==> src/rtl/i2c_slave_pkg.sv <==
// i2c_slave_pkg: FSM state encodings and protocol constants shared by the I2C slave blocks.
package i2c_slave_pkg;
  typedef enum logic [3:0] {
    IDLE, GET_REG, LOOKUP, WRITE_DATA, WRITE_ACK,
    READ_WAIT, READ_FETCH, READ_SEND, ERROR
  } state_t;
  localparam logic I2C_ACK = 1'b1;
  localparam logic I2C_NACK = 1'b0;
  localparam logic [7:0] READ_FILL = 8'hFF;
endpackage

==> src/rtl/i2c_slave_mem_ctrl.sv <==
// i2c_slave_mem_ctrl: turns I2C byte events into register-select, write and read cycles on the slave memory.
module i2c_slave_mem_ctrl
  import i2c_slave_pkg::*;
#(
  parameter int ADDRESSLENGTH = 8,
  parameter int NBYTES = 2,
  localparam int BW = (NBYTES > 1) ? $clog2(NBYTES) : 1
) (
  input  logic                     Clk,
  input  logic                     Reset,
  input  logic                     BusStart,
  input  logic                     BusStop,
  input  logic                     Selected,
  input  logic                     ReadNotWrite,
  input  logic                     RxValid,
  input  logic [7:0]               RxByte,
  input  logic                     TxReq,
  output logic [7:0]               TxByte,
  output logic                     TxValid,
  output logic                     Ack,
  output logic                     AckValid,
  output logic                     MemEnable,
  output logic                     MemMode,
  output logic                     MemRorW,
  output logic [ADDRESSLENGTH-1:0] MemDirection,
  output logic [7:0]               MemInput,
  input  logic [7:0]               MemOutput,
  input  logic                     MemFound,
  output logic [BW-1:0]            ByteIndex,
  output logic                     Busy,
  output logic                     ErrorFlag
);
  state_t state_q, state_d;
  logic [7:0] tx_byte_q, tx_byte_d, mem_in_q, mem_in_d;
  logic tx_valid_q, tx_valid_d, ack_q, ack_d, ack_valid_q, ack_valid_d;
  logic mem_en_q, mem_en_d, mem_mode_q, mem_mode_d, mem_rorw_q, mem_rorw_d;
  logic err_q, err_d;
  logic [ADDRESSLENGTH-1:0] dir_q, dir_d;
  logic [BW-1:0] idx_q, idx_d, idx_inc;
  assign idx_inc = (idx_q == BW'(NBYTES - 1)) ? '0 : idx_q + BW'(1);
  always_ff @(posedge Clk)
    if (Reset) begin
      state_q     <= IDLE;
      tx_byte_q   <= '0;
      tx_valid_q  <= 1'b0;
      ack_q       <= 1'b0;
      ack_valid_q <= 1'b0;
      mem_en_q    <= 1'b0;
      mem_mode_q  <= 1'b0;
      mem_rorw_q  <= 1'b0;
      dir_q       <= '0;
      mem_in_q    <= '0;
      idx_q       <= '0;
      err_q       <= 1'b0;
    end else begin
      state_q     <= state_d;
      tx_byte_q   <= tx_byte_d;
      tx_valid_q  <= tx_valid_d;
      ack_q       <= ack_d;
      ack_valid_q <= ack_valid_d;
      mem_en_q    <= mem_en_d;
      mem_mode_q  <= mem_mode_d;
      mem_rorw_q  <= mem_rorw_d;
      dir_q       <= dir_d;
      mem_in_q    <= mem_in_d;
      idx_q       <= idx_d;
      err_q       <= err_d;
    end
  // Pulses default low every cycle, so MemEnable can never stay high two cycles in a row.
  always_comb begin
    state_d     = state_q;
    tx_byte_d   = tx_byte_q;
    tx_valid_d  = 1'b0;
    ack_d       = ack_q;
    ack_valid_d = 1'b0;
    mem_en_d    = 1'b0;
    mem_mode_d  = mem_mode_q;
    mem_rorw_d  = mem_rorw_q;
    dir_d       = dir_q;
    mem_in_d    = mem_in_q;
    idx_d       = idx_q;
    err_d       = err_q;
    if (BusStop || BusStart) begin
      state_d = IDLE;
    end else if (Selected) begin
      state_d = ReadNotWrite ? READ_WAIT : GET_REG;
      err_d   = 1'b0;
    end else begin
      case (state_q)
        GET_REG: if (RxValid) begin
          dir_d   = ADDRESSLENGTH'(RxByte);
          idx_d   = '0;
          state_d = LOOKUP;
        end
        LOOKUP: begin
          ack_valid_d = 1'b1;
          ack_d       = MemFound ? I2C_ACK : I2C_NACK;
          err_d       = err_q | ~MemFound;
          state_d     = MemFound ? WRITE_DATA : ERROR;
        end
        WRITE_DATA: if (RxValid) begin
          mem_in_d   = RxByte;
          mem_mode_d = 1'b1;
          mem_rorw_d = 1'b1;
          mem_en_d   = 1'b1;
          state_d    = WRITE_ACK;
        end
        WRITE_ACK: begin
          ack_valid_d = 1'b1;
          ack_d       = I2C_ACK;
          idx_d       = idx_inc;
          state_d     = WRITE_DATA;
        end
        READ_WAIT: if (TxReq) begin
          mem_mode_d = MemFound ? 1'b1 : mem_mode_q;
          mem_rorw_d = MemFound ? 1'b0 : mem_rorw_q;
          mem_en_d   = MemFound;
          tx_byte_d  = MemFound ? tx_byte_q : READ_FILL;
          tx_valid_d = ~MemFound;
          err_d      = err_q | ~MemFound;
          state_d    = MemFound ? READ_FETCH : ERROR;
        end
        READ_FETCH: state_d = READ_SEND;
        READ_SEND: begin
          tx_byte_d  = MemOutput;
          tx_valid_d = 1'b1;
          idx_d      = idx_inc;
          state_d    = READ_WAIT;
        end
        ERROR: begin
          ack_valid_d = RxValid;
          ack_d       = RxValid ? I2C_NACK : ack_q;
          tx_valid_d  = TxReq;
          tx_byte_d   = TxReq ? READ_FILL : tx_byte_q;
        end
        default: state_d = IDLE;
      endcase
    end
  end
  assign TxByte       = tx_byte_q;
  assign TxValid      = tx_valid_q;
  assign Ack          = ack_q;
  assign AckValid     = ack_valid_q;
  assign MemEnable    = mem_en_q;
  assign MemMode      = mem_mode_q;
  assign MemRorW      = mem_rorw_q;
  assign MemDirection = dir_q;
  assign MemInput     = mem_in_q;
  assign ByteIndex    = idx_q;
  assign Busy         = state_q != IDLE;
  assign ErrorFlag    = err_q;
endmodule

==> config.mk <==
export PLATFORM = sky130hd
export DESIGN_NAME = i2c_slave_mem_ctrl
export DESIGN_NICKNAME = d
export VERILOG_FILES = /design/src/rtl/i2c_slave_pkg.sv /design/src/rtl/i2c_slave_mem_ctrl.sv
export SDC_FILE = /design/constraint.sdc
export NUM_CORES = 1
export LEC_CHECK = 0
export ABC_AREA = 0
export ABC_CLOCK_PERIOD_IN_PS = 1790
export CELL_PAD_IN_SITES_DETAIL_PLACEMENT = 0
export CELL_PAD_IN_SITES_GLOBAL_PLACEMENT = 2
export CORE_ASPECT_RATIO = 0.7
export CORE_UTILIZATION = 26
export DETAILED_ROUTE_END_ITERATION = 12
export PLACE_DENSITY = 0.91
export SYNTH_ARGS = -nofsm -noshare
export SYNTH_HDL_FRONTEND = slang
export SYNTH_SLANG_ARGS = --single-unit
export TNS_END_PERCENT = 20
==> constraint.sdc <==
create_clock -name Clk -period 1.79 [get_ports Clk]
set_input_delay 0.2685 -clock Clk [delete_from_list [all_inputs] [get_ports Clk]]
set_output_delay 0.2685 -clock Clk [all_outputs]
set_load 0.02 [all_outputs]
Routed clock nets over the placement:
The bar under the picture is 20 µm long.
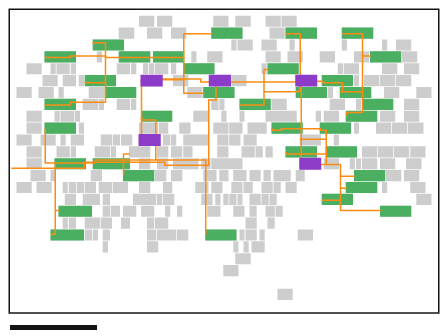
legend:
  cells driving clock nets:
    colour: purple
    count: 5
  clock wires:
    colour: orange
    length: 495 µm
  flip-flops:
    colour: green
    count: 36
routed clock nets: 6

Where the registers sit:
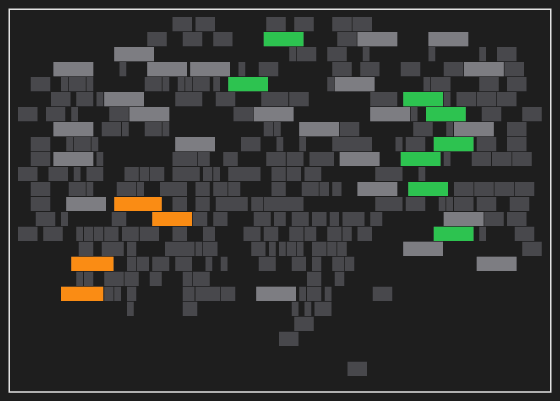
legend:
  `MemInput`:
    colour: green
    sequential_cells: 8
  `state_q`:
    colour: orange
    sequential_cells: 4
    where: left middle
not coloured: 24

==> results.ini <==
[global_routing]
use_met1=0.1884
grt_max_degree=32
antenna_found_initial=0
grt_pass1_vias=1512
use_met2=0.1948
grtUsageTotal=0.1345
grt_pass1_wl_um=7231
grt-ovfl-total=0
grtUsageMet3=0.04435
top_usage_layer=met2

[run_status]
outcome=finished, violations left
violations=DRC

[timing]
fin_skew_ns=0.007451
worst_slack_ns=0.08645
finalClockPeriodUsage=0.9517
hold_viol=0
rsz0062_at_grt=no
fin_tns_setup_ns=0
tightestPinTransition_ns=0.4284
setup-violations-final=0
drv_slew=0
relSlewSlack=0.7070
fin_hold_ws_ns=0.4816

[cells_and_area]
combGateArea_um2=848.3
comb_share=0.3277
fill_cells=640
seq_cells=36
drive_above_1_share=0.1603
nClkBuffers=7
area_growth_pct=54.29
area_dominant_class=combinational gates
n_all_buffers=81
stdcell_area_um2=2589
seq_area_um2=726.9
clkCellAreaFrac=0.03722
nets=287
diodes=0
buf_share=0.2992
num-multi-input-gates=126
final_cell_mix=clkdlybuf4s50_1, dfxtp_1, nor2_1
fin_util=0.4165
seq_area_frac=0.2808
n_all_inverters=12

[synthesis]
synthAoiAreaFrac=0.1715
area_leaders=dfxtp_1, mux2i_1, nor2_1
top_logic_kind=simple AND/OR/NAND/NOR gates
synthCells=188
synthArstFlopShare=0
avgSynthCellArea_um2=8.925
flop_cell=dfxtp_1
postSynthSeqShare=0.4295
yosys_warnings=0
synth_top_area_share=0.4295
ys_ff=36
xor_share=0.005220
synth_cell_types=40
yosysCellCount=188
synth.most_common_cell=dfxtp_1
simple_gate_area_frac=0.2207
ys_sh_adder=0
edf_count=0
syn_area_um2=1678
mux_share=0.1022
fp_nets=213

[power_and_ir_drop]
p_leak_nw=0.9847
power_density_nw_per_um2=600.7
pg_seq_mw=0.803
pg_comb_mw=0.140
net-switching-power_mw=0.3308
internal-power_mw=1.224
p_seq_frac=0.516
top_power_group=registers
combPwrFrac=0.090
switching_share=0.2127
vdd_ir_drop_max_v=0.0002578
clock_power_mw=0.612
p_total_mw=1.555

[detailed_routing]
routed.top_layer=met4
routed_wl_um=4353
detail_route.wl_per_cell_um=12.80
drt_pass1_iterations=8
drc=5
wl_met3_um=344
wl_met1_um=2189
num_vias=1566
vias_per_cell=4.606
postRouteAntennaNets=0
dr_wl_met2_um=1786

[flow_run]
drv_cap=0
tool_warnings=26

[worst_setup_path]
worstRegToRegCells=6
worst_setup_path_end_kind=flop
cp.arrival_ns=1.87
cp_num_cells=4
cp-endpoint=Ack
critical_path_class=in -> reg
crit_path_start=Selected
crit_chain=clkdlybuf4s50_1, or3_1, nor3_1, mux2_2
required_ns=1.95
cp-start-kind=input port
max_stage_delay_ns=0.51
cp_max_fo=3
crit_buf_inv=1
rr_endpoint=TxByte[6]
critPathTopFamily=simple AND/OR/NAND/NOR gates
cpMaxStageDelayCell=clkdlybuf4s50_1
r2r-start=state_q[0]

[worst_hold_path]
hp-class=reg -> reg
hold_start=MemMode
min_delay_path_depth=2

[clock_network]
root_buffer=clkbuf_8
clk_pin_slew_worst_paths_ns=0.07
tritoncts=done
cts_hold_buf=0
postCtsResizedCells=5
cts_buffer_depth=2
worstSkewPairLatency_ns=0.28
postCtsSetupBuffers=0
numCtsBuffers=5
clock-sinks=36

[floorplanning]
fp_util=0.2699
die-area_um2=6784
fp-row-count=24
pin_count=58
die_height_um=69.21
nWellTaps=78
fp.coreArea_um2=6216
fp.dieW_um=98.02

[placed_design]
numPortBuffers=57
post-place-ws_ns=-0.1483
dp_cells=333
finalWeightedCongestion=0.7915
dp_hpwl_um=3141

